Fig. 1: run 1, zoomed window
Window x 28 to 68, y 32 to 72 µm. Cells in gray, sequential cells in the stronger gray; small squares are vias.
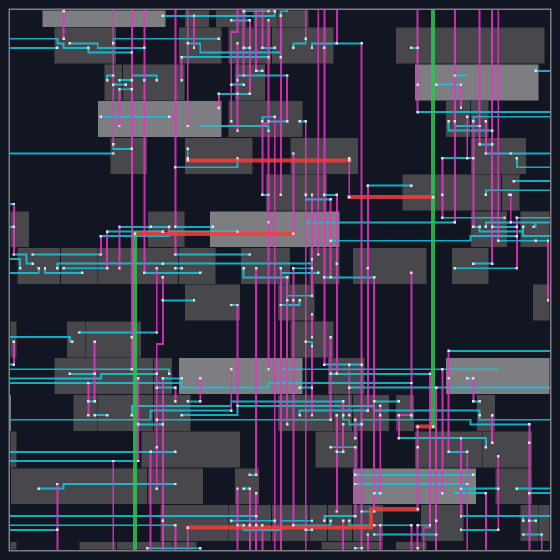
Fig. 2: run 1, signal wires by layer
Scale: 4 px per µm. Two of the layers only.
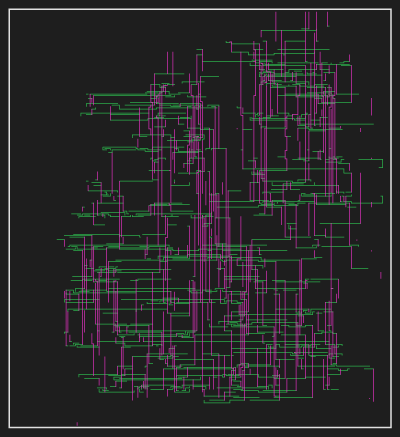
Fig. 3: run 1, placed standard cells
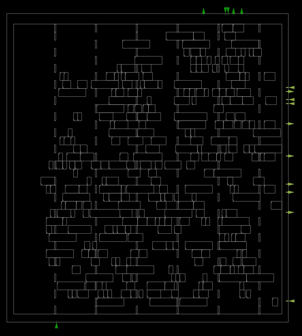
==> config.mk <==
export PLATFORM = sky130hd
export DESIGN_NAME = led_blink_emitter
export DESIGN_NICKNAME = d
export VERILOG_FILES = /design/src/rtl/blink_pkg.sv /design/src/rtl/led_blink_emitter_tick_timer.sv /design/src/rtl/led_blink_emitter.sv
export SDC_FILE = /design/constraint.sdc
export NUM_CORES = 1
export LEC_CHECK = 0
export ABC_CLOCK_PERIOD_IN_PS = 2800
export CAP_MARGIN = 30
export CELL_PAD_IN_SITES_DETAIL_PLACEMENT = 0
export CELL_PAD_IN_SITES_GLOBAL_PLACEMENT = 2
export CORE_ASPECT_RATIO = 1.1
export CORE_MARGIN = 2
export CORE_UTILIZATION = 25
export DETAILED_ROUTE_END_ITERATION = 7
export PLACE_DENSITY = 0.6
export SYNTH_ARGS = -nofsm -noshare
export SYNTH_HDL_FRONTEND = slang
export SYNTH_HIERARCHICAL = 1
export SYNTH_SLANG_ARGS = --single-unit
==> constraint.sdc <==
create_clock -name clk -period 2.8 [get_ports clk]
set_input_delay 0.84 -clock clk [delete_from_list [all_inputs] [get_ports clk]]
set_output_delay 0.84 -clock clk [all_outputs]
set_load 0.01 [all_outputs]
==> src/rtl/blink_pkg.sv <==
// Shared types and constants for the LED blink emitter.
package blink_pkg;

   // Blink sequencer states: waiting, LED lit, LED dark gap.
   typedef enum logic [1:0] {
      IDLE = 2'd0,
      ON   = 2'd1,
      OFF  = 2'd2
   } state_t;

   // 0.5 s at a 50 MHz system clock.
   localparam int BLINK_ON_DEFAULT  = 25_000_000;
   localparam int BLINK_OFF_DEFAULT = 25_000_000;

   // Timer must hold max(on, off) - 1; never narrower than one bit.
   function automatic int timer_width(input int a, input int b);
      int m;
      int w;
      m = (a > b) ? a : b;
      w = $clog2(m);
      return (w < 1) ? 1 : w;
   endfunction

endpackage

==> src/rtl/led_blink_emitter_tick_timer.sv <==
// Loadable down-counter with a registered zero flag.
// The zero flag always tracks (counter == 0) in the same cycle, so the
// owner can act on the last cycle of a period without a comparator.
module tick_timer #(
   parameter int W = 1
) (
   input  logic         clk,
   input  logic         reset,
   input  logic         load,
   input  logic [W-1:0] value,
   output logic         zero
);

   logic [W-1:0] cnt;

   // Load takes priority; otherwise count down and stop at zero.
   always_ff @(posedge clk or negedge reset) begin
      if (!reset) begin
         cnt  <= '0;
         zero <= 1'b1;
      end else if (load) begin
         cnt  <= value;
         zero <= (value == '0);
      end else if (cnt != '0) begin
         cnt  <= cnt - W'(1);
         zero <= (cnt == W'(1));
      end else begin
         zero <= 1'b1;
      end
   end

endmodule

==> src/rtl/led_blink_emitter.sv <==
// Blinks one LED a latched number of times with programmable on/off
// durations, then pulses done. Every sequence ends with a dark gap so
// consecutive requests remain visually distinct.
//
// Handshake: start is a request sampled on each rising clk edge and is
// accepted only while busy = 0; count is captured on that same edge.
// done is a one-cycle completion pulse; a new start is accepted on the
// edge that ends the done cycle. Nothing is sampled while busy = 1.
module led_blink_emitter
   import blink_pkg::*;
#(
   parameter int ON_CYCLES  = BLINK_ON_DEFAULT,
   parameter int OFF_CYCLES = BLINK_OFF_DEFAULT
) (
   input  logic       clk,
   input  logic       reset,
   input  logic       start,
   input  logic [3:0] count,
   output logic       led,
   output logic       busy,
   output logic       done,
   output logic [3:0] remaining,
   output state_t     fsm_state
);

   localparam int TIMER_W = timer_width(ON_CYCLES, OFF_CYCLES);
   localparam logic [TIMER_W-1:0] ON_LOAD  = TIMER_W'(ON_CYCLES - 1);
   localparam logic [TIMER_W-1:0] OFF_LOAD = TIMER_W'(OFF_CYCLES - 1);

   state_t               state;
   logic                 timer_load;
   logic [TIMER_W-1:0]   timer_value;
   logic                 timer_zero;

   assign fsm_state = state;

   // Timer reload decode: one load on every transition into ON or OFF.
   always_comb begin
      timer_load  = 1'b0;
      timer_value = '0;
      case (state)
         IDLE: begin
            if (start && (count != 4'd0)) begin
               timer_load  = 1'b1;
               timer_value = ON_LOAD;
            end
         end
         ON: begin
            if (timer_zero) begin
               timer_load  = 1'b1;
               timer_value = OFF_LOAD;
            end
         end
         OFF: begin
            if (timer_zero && (remaining != 4'd0)) begin
               timer_load  = 1'b1;
               timer_value = ON_LOAD;
            end
         end
         default: begin
            timer_load  = 1'b0;
            timer_value = '0;
         end
      endcase
   end

   tick_timer #(
      .W (TIMER_W)
   ) u_timer (
      .clk   (clk),
      .reset (reset),
      .load  (timer_load),
      .value (timer_value),
      .zero  (timer_zero)
   );

   // Sequencer with registered led/busy/done/remaining.
   always_ff @(posedge clk or negedge reset) begin
      if (!reset) begin
         state     <= IDLE;
         led       <= 1'b0;
         busy      <= 1'b0;
         done      <= 1'b0;
         remaining <= 4'd0;
      end else begin
         done <= 1'b0;
         case (state)
            IDLE: begin
               if (start) begin
                  if (count != 4'd0) begin
                     state     <= ON;
                     led       <= 1'b1;
                     busy      <= 1'b1;
                     remaining <= count;
                  end else begin
                     // Zero-length request completes immediately.
                     done <= 1'b1;
                  end
               end
            end
            ON: begin
               if (timer_zero) begin
                  // remaining is at least 1 here, so this cannot wrap.
                  state     <= OFF;
                  led       <= 1'b0;
                  remaining <= remaining - 4'd1;
               end
            end
            OFF: begin
               if (timer_zero) begin
                  if (remaining != 4'd0) begin
                     state <= ON;
                     led   <= 1'b1;
                  end else begin
                     state <= IDLE;
                     busy  <= 1'b0;
                     done  <= 1'b1;
                  end
               end
            end
            default: begin
               state     <= IDLE;
               led       <= 1'b0;
               busy      <= 1'b0;
               remaining <= 4'd0;
            end
         endcase
      end
   end

endmodule

==> impl_metrics.yaml, run 1 <==
# flow metrics
final_layout:
  antenna_cells: 0
  drive_above_1_share: 0.239
  fill_cells: 939
  final_nets: 316
  syn2layout_area_growth_pct: 32.1
  final_cell_area_mm2: 0.00301
status:
  outcome: "complete, no violations"
run:
  cap_violations: 0
  tool_warnings: 30
worst_hold_path:
  hold_path_class: "reg -> reg"
power_and_ir_drop:
  total_power_mw: 1.06
  ir_drop_uv: 163
  power_density_mw_per_mm2: 352
  p_leak_nw: 1.21
routing:
  post-route-drc-count: 0
  via_per_inst: 4.59
  post_drt_wl_per_cell_um: 14.0
  dr.pass1.iters: 4
  first_iter_violations: 69
  antenna_left: 0
floorplan:
  num_rows: 36
  die_x_um: 95.1
  num_io_pins: 16
  fp_util: 0.257
  chip_area_mm2: 0.00990
  die_h_um: 104
clocking:
  cts_max_path_buffers: 2
  cts_made_buffers: 5
  hold_buffers: 0
  clk_latency_ns: 0.29
  cts_tree: "done"
  h-tree-depth: 2
  cts_root_buf: "clkbuf_8"
  clk_pin_slew_ns: 0.08
  cts_num_sinks: 35
synth:
  ys_chip_area_mm2: 0.00228
  ys_cells: 249
  edf_count: 0
  top_cells_by_count: "dfrtp_1, nor2_1, nand2_1"
  area_leaders: "dfrtp_1, nor2_1, xnor2_1"
  yosys_warnings: 6
  ys_seq_frac: 0.385
  syn-cell-area_mm2: 0.00228
  ff_type: "dfrtp_1"
  top_cell_area_share: 0.373
  synth.avg_cell_area_um2: 9.16
  async_flop_share: 1.00
  synth_cell_types: 55
  synth-seq-cells: 35
  postSynthCellCount: 249
  synth_area_leader_cell: "dfrtp_1"
setup_path:
  required_ns: 3.01
  crit_fanout: 5
  slowest_stage: "or4_4"
  end_kind: "flip-flop"
  worstSetupStartpointType: "input pin"
  setup.worst_path.class: "in -> reg"
  cp_cell_sequence: "clkdlybuf4s15_1, or4_4, and2_4, o21ai_4, nand2_8, nor2_4, nand3_2, nor3_4, buf_12, nor3_1, a221oi_2"
  crit_arrival_ns: 2.92
  slowest_delay_ns: 0.52
place:
  post-dp-hpwl_um: 4190
  pre_cts_ws_ns: -0.495
  placed_area_mm2: 0.00280
  portBuffers: 15
  gp_congestion: 0.701
sta:
  tightest_slew_ns: 0.842
  skew_ns: 0.00959
  min_period_ns: 2.72
  final_max_slew_viol_count: 0
  setup_viol: 0
  slew_headroom: 0.439
  finalHoldViolations: 0
  rsz0062_at_grt: "no"
  finalClockPeriodUsage: 0.970
  holdWs_ns: 0.484
  clock.fmax_mhz: 368
  finalWorstSetupSlack_ns: 0.0849
global_routing:
  grt_pass1_wl_um: 9780
  antenna_found_initial: 0
  gr-total-overflow: 0
  grt_pass1_vias: 1878
  grt_start_max_net_pins: 36
## Picture notes: Fig. 1
legend:
  cyan:
    layer: metal 1
  green:
    layer: metal 4
  red:
    layer: metal 3
  magenta:
    layer: metal 2
most frequent: buf_4 (7), nor2_1 (7), dfrtp_1 (5)
netlist names of flops here include: u_timer/cnt (4)
sequential cells in the window: 6
cells with their middle in the window: 68

## Picture notes: Fig. 2
legend:
  green:
    layer: metal 1
    wire_length: 2,860 µm
  magenta:
    layer: metal 2
    wire_length: 2,760 µm
gr usage total: 0.127
Vias: 1,923
wirelength, routed: 5850 µm

## Picture notes: Fig. 3
Util after Layout: 0.340
Core Footprint: 0.00887 mm²
Post-Layout Cell Count: 419
fraction of area in registers: 0.291

==> run 1: routing by layer <==
layer  global-route usage  wire [µm]  vias to the layer above
met5                    0          0                        -
met4               0.0435         87                        0
met3               0.0254        136                        5
met2                0.198       2760                       19
met1                0.175       2860                      904
li1                     -          -                      995
==> run 1: stage by stage <==
| step | TNS [ns] | cells |
|---|---|---|
| 2_1_floorplan | -4.58 | 263 |
| 3_3_place_gp | -11.30 | 408 |
| 3_5_place_dp | -11.33 | 408 |
| 4_1_cts | 0 | 418 |
| 5_1_grt | 0 | 419 |
| 6_report | 0 | 419 |
==> run 1: cell usage in the layout, fill, tap and decap left out, types with 3 or more instances in the layout <==
master	n
nand3_1	5
nand4_2	3
mux2i_1	3
xnor2_1	14
nor4_1	9
nor2_1	33
nand4_1	4
nand2b_1	3
nor3b_1	3
clkdlybuf4s50_1	10
ha_1	5
o21ai_1	3
nand3b_1	3
nor3_1	9
and3_1	3
nor4_2	6
a21oi_1	13
clkbuf_8	6
dfrtp_1	34
a211oi_1	6
buf_6	4
buf_4	22
a211oi_2	4
nand2_1	18
o21ai_0	8
inv_1	10
conb_1	15
==> run 1: cell families (layout without fill, tap and decap cells) <==
logic type | count (synthesis) | in the layout | synth area share
DFF | 35 | 35 | 0.385
other | 1 | 15 | 0.00164
xor gates and xnor gates | 16 | 16 | 0.0614
buffers and inverters | 22 | 64 | 0.0532
adders and majority gates | 5 | 5 | 0.0274
and+or+nand+nor | 116 | 116 | 0.303
muxes | 3 | 3 | 0.0132
AOI/OAI and AO/OA | 51 | 51 | 0.156
==> run 1: layout make-up <==
class,count,area [µm²],area share
clock inverters,2,35.0,0.0116
flip-flops and latches,35,877,0.291
well taps,114,143,0.0473
inverters,11,42.5,0.0141
repair buffers,45,439,0.146
multi-input cells,206,1390,0.463
clock buffers,6,82.6,0.0274
==> run 1: power by group <==
group	total, mW	switching [mW]	leakage, nW	internal (mW)
Sequential	0.520	0.00851	0.379	0.511
Combinational	0.0509	0.0273	0.771	0.0236
Clock	0.490	0.201	0.0612	0.288
==> run 1: critical path, delay by kind of cell <==
kind	cells	cell delay, ns
buffers and inverters	2	0.34
AND/OR/NAND/NOR	7	1.35
AND-OR/OR-AND	2	0.36
==> run 1: timing repair <==
item	in CTS	in global routing
setup buffers	1	1
hold endpoints to repair	0	0
cloned	1	0
pin swaps	2	6
endpoints found under the setup margin	26	26
resized	12	9
==> run 1: final timing paths <==
| check | startpoint | slack, ns | depth (start not counted) | end |
|---|---|---|---|---|
| worst min-delay path | led | 0.48 | 2 | led |
| max in group asynchronous | reset | 1.62 | 1 | remaining[3] |
| worst min register to register | led | 0.48 | 2 | led |
| min in group asynchronous | reset | 0.64 | 1 | u_timer/cnt[7] |
| worst max-delay path | count[0] | 0.08 | 11 | u_timer/cnt[0] |
| worst max register to register | remaining[0] | 0.60 | 10 | u_timer/cnt[4] |
==> run 1: state kept, by name, summed over array words and instances, names as in the netlist <==
| signal | cells |
|---|---|
| u_timer/zero | 1 |
| busy | 1 |
| u_timer/cnt | 25 |
| fsm_state | 2 |
| led | 1 |
| remaining | 4 |
| done | 1 |
Fig. 4: run 1, met2 routing
Scale: 4 px per µm. Cells faint in the background.
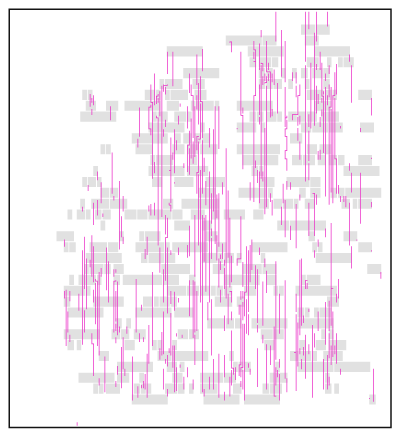

--- run 2 (diff from run 1) ---
DONT_BUFFER_PORTS = 1   (was unset)
PLACE_DENSITY = 0.57   (was 0.6)
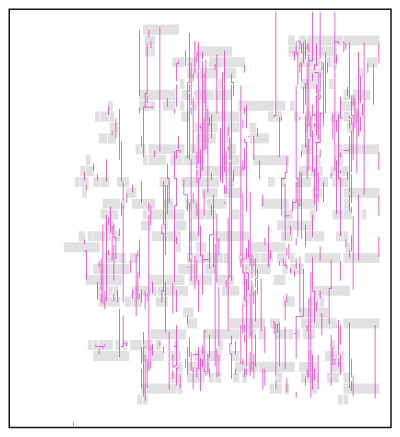
Fig. 5. Met2 routing (run 2).
Scale: 4 px per µm. Cells faint in the background.
main direction: vertical
share of all routed wire: 49%
wire length on this layer: 2,860 µm

==> impl_metrics.yaml, run 2 <==
# flow metrics
routing:
  routed_wl_um: 5780
  antenna_left: 0
  post-route-drc-count: 0
  dr.pass1.iters: 4
  first_iter_violations: 87
  num_vias: 1879
  via_per_inst: 4.77
  post_drt_wl_per_cell_um: 14.7
floorplan:
  num_io_pins: 16
  num_rows: 36
  die_x_um: 95.1
  chip_area_mm2: 0.00990
  die_h_um: 104
  core_area_mm2: 0.00887
  fp_util: 0.257
global_routing:
  grt_pass1_wl_um: 9940
  gr-total-overflow: 0
  gr-usage-met1: 0.161
  grt_start_max_net_pins: 36
  antenna_found_initial: 0
  grt_use_total: 0.128
  grt_use_met2: 0.213
  top_usage_layer: "met2"
  use_met3: 0.0261
  grt_pass1_vias: 1933
final_layout:
  antenna_cells: 0
  largest_register_ffs: 25
  fill_cells: 940
  seq_area_um2: 877
  combGateArea_mm2: 0.00137
  final_nets: 292
  finish.utilization: 0.304
  final_cell_mix: "nor2_1, dfrtp_1, nand2_1, buf_4, conb_1"
  max_flop_register: "u_timer/cnt"
  syn2layout_area_growth_pct: 18.4
  drive_above_1_share: 0.204
power_and_ir_drop:
  p_comb_frac: 0.031
  ir_drop_uv: 173
  net-switching-power_mw: 0.213
  total_power_mw: 0.933
  swShare: 0.229
  power_density_mw_per_mm2: 345
  clkPwrFrac: 0.412
  p_leak_nw: 1.07
  pwr-share-seq: 0.557
  intPower_mw: 0.719
sta:
  slew_headroom: 0.581
  final_max_slew_viol_count: 0
  clock.fmax_mhz: 394
  min_period_ns: 2.54
  holdWs_ns: 0.237
  skew_ns: 0.00641
  setup_viol: 0
  rsz0062_at_grt: "no"
  finalHoldViolations: 0
  tightest_slew_ns: 0.623
  finalClockPeriodUsage: 0.906
synth:
  synth_cell_types: 55
  synthTopLogicFamily: "simple AND/OR/NAND/NOR gates"
  yosys.area_share.aoi: 0.156
  synth.avg_cell_area_um2: 9.16
  yosys_warnings: 6
  edf_count: 0
  ys_chip_area_mm2: 0.00228
  synth_area_leader_cell: "dfrtp_1"
  top_cells_by_count: "dfrtp_1, nor2_1, nand2_1"
  adder_share: 0.0274
  async_flop_share: 1.00
  postSynthCellCount: 249
  ff_type: "dfrtp_1"
  ys_seq_frac: 0.385
  simple_gate_area_frac: 0.303
  synth-seq-cells: 35
  syn-cell-area_mm2: 0.00228
  ys_cells: 249
  area_leaders: "dfrtp_1, nor2_1, xnor2_1"
  mux_area_frac: 0.0132
  top_cell_area_share: 0.373
  xor_share: 0.0614
setup_path:
  r2r-start: "remaining[0]"
  crit_arrival_ns: 2.74
  required_ns: 3.01
  crit_start: "count[3]"
  regToRegSetupSlack_ns: 0.32
  setup.worst_path.class: "in -> reg"
  end_kind: "flip-flop"
  endpoint: "u_timer/cnt[0]"
  worstSetupStartpointType: "input pin"
  reg2reg_depth: 10
  crit_fanout: 9
  r2r_end: "u_timer/cnt[4]"
place:
  gp_congestion: 0.734
  post-dp-hpwl_um: 4230
  portBuffers: 0
clocking:
  cts_made_buffers: 5
  clk_pin_slew_ns: 0.08
  h-tree-depth: 2
  cts_tree: "done"
  hold_buffers: 0
  cts_max_path_buffers: 2
  clk_latency_ns: 0.29
  cts_num_sinks: 35
  cts_root_buf: "clkbuf_8"
run:
  cap_violations: 0
  tool_warnings: 30
status:
  outcome: "complete, no violations"
worst_hold_path:
  hold_path_class: "in -> async"
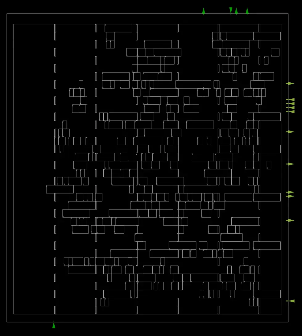
Fig. 6. Placed standard cells (run 2).
number of well taps: 114
Post-Layout Cell Count: 394

==> run 2: cell type report <==
class                      instances  share of cell area
tap                              114              0.0528
clock buffer                       6              0.0306
inverter                          11              0.0153
timing repair buffer              21              0.0690
sequential                        35               0.325
clock inverter                     1             0.00185
multi-input combinational        206               0.506
==> run 2: through the flow <==
| stage | setup slack, ns | cell area, µm² | TNS [ns] | instances |
|---|---|---|---|---|
| 6_report | 0.263 | 2700 | 0 | 394 |
| 5_1_grt | 0.0951 | 2700 | 0 | 394 |
| 3_5_place_dp | -0.0885 | 2610 | -0.351 | 387 |
| 2_1_floorplan | -0.225 | 2380 | -4.58 | 263 |
| 3_3_place_gp | -0.0341 | 2610 | -0.0846 | 387 |
| 4_1_cts | 0.163 | 2700 | 0 | 394 |
==> run 2: per-layer routing <==
layer	part of all wire	routed length, µm
met1	0.45	2610
met5	0	0
met4	0.017	98
met3	0.036	209
met2	0.49	2860
==> run 2: worst min path at each step <==
stage / start / to / slack (ns) / cells after the start
finish: reset / u_timer/cnt[11] / 0.24 / 0
global route: reset / u_timer/cnt[6] / 0.21 / 0
CTS: reset / u_timer/cnt[9] / 0.22 / 0
detailed placement: led / led / 0.54 / 2
global placement: led / led / 0.53 / 2
floorplan: led / led / 0.51 / 2
==> run 2: repair_timing <==
action / CTS / global route
setup endpoints to repair: 0 / 1
hold endpoints to repair: 0 / 0
resized: 0 / 1
buffers inserted: 0 / 0
==> run 2: worst max-delay path: stages <==
cell      delay (ns)
or4_4           0.53
and2_4          0.19
o21ai_4         0.20
nand2_8         0.07
nor2_1          0.09
nand3_1         0.14
nor3_4          0.26
buf_4           0.20
nor3_1          0.06
a221oi_2        0.17
==> run 2: logic make-up (layout without fill, tap and decap cells) <==
family | Yosys count | after routing
xor gates and xnor gates | 16 | 16
AOI/OAI and AO/OA | 51 | 51
adders and majority gates | 5 | 5
buffers and inverters | 22 | 39
DFF | 35 | 35
and+or+nand+nor | 116 | 116
other | 1 | 15
muxes | 3 | 3
==> run 2: power groups by stage <==
stage	Clock, mW	Sequential (mW)	Combinational, mW
after CTS	0.402	0.520	0.0292
after floorplan	0	0.528	0.0243
after global routing	0.429	0.521	0.0339
final	0.384	0.520	0.0292
after detailed placement	0	0.530	0.0291
after global placement	0	0.529	0.0289
Power and IR drop assume default switching activity.
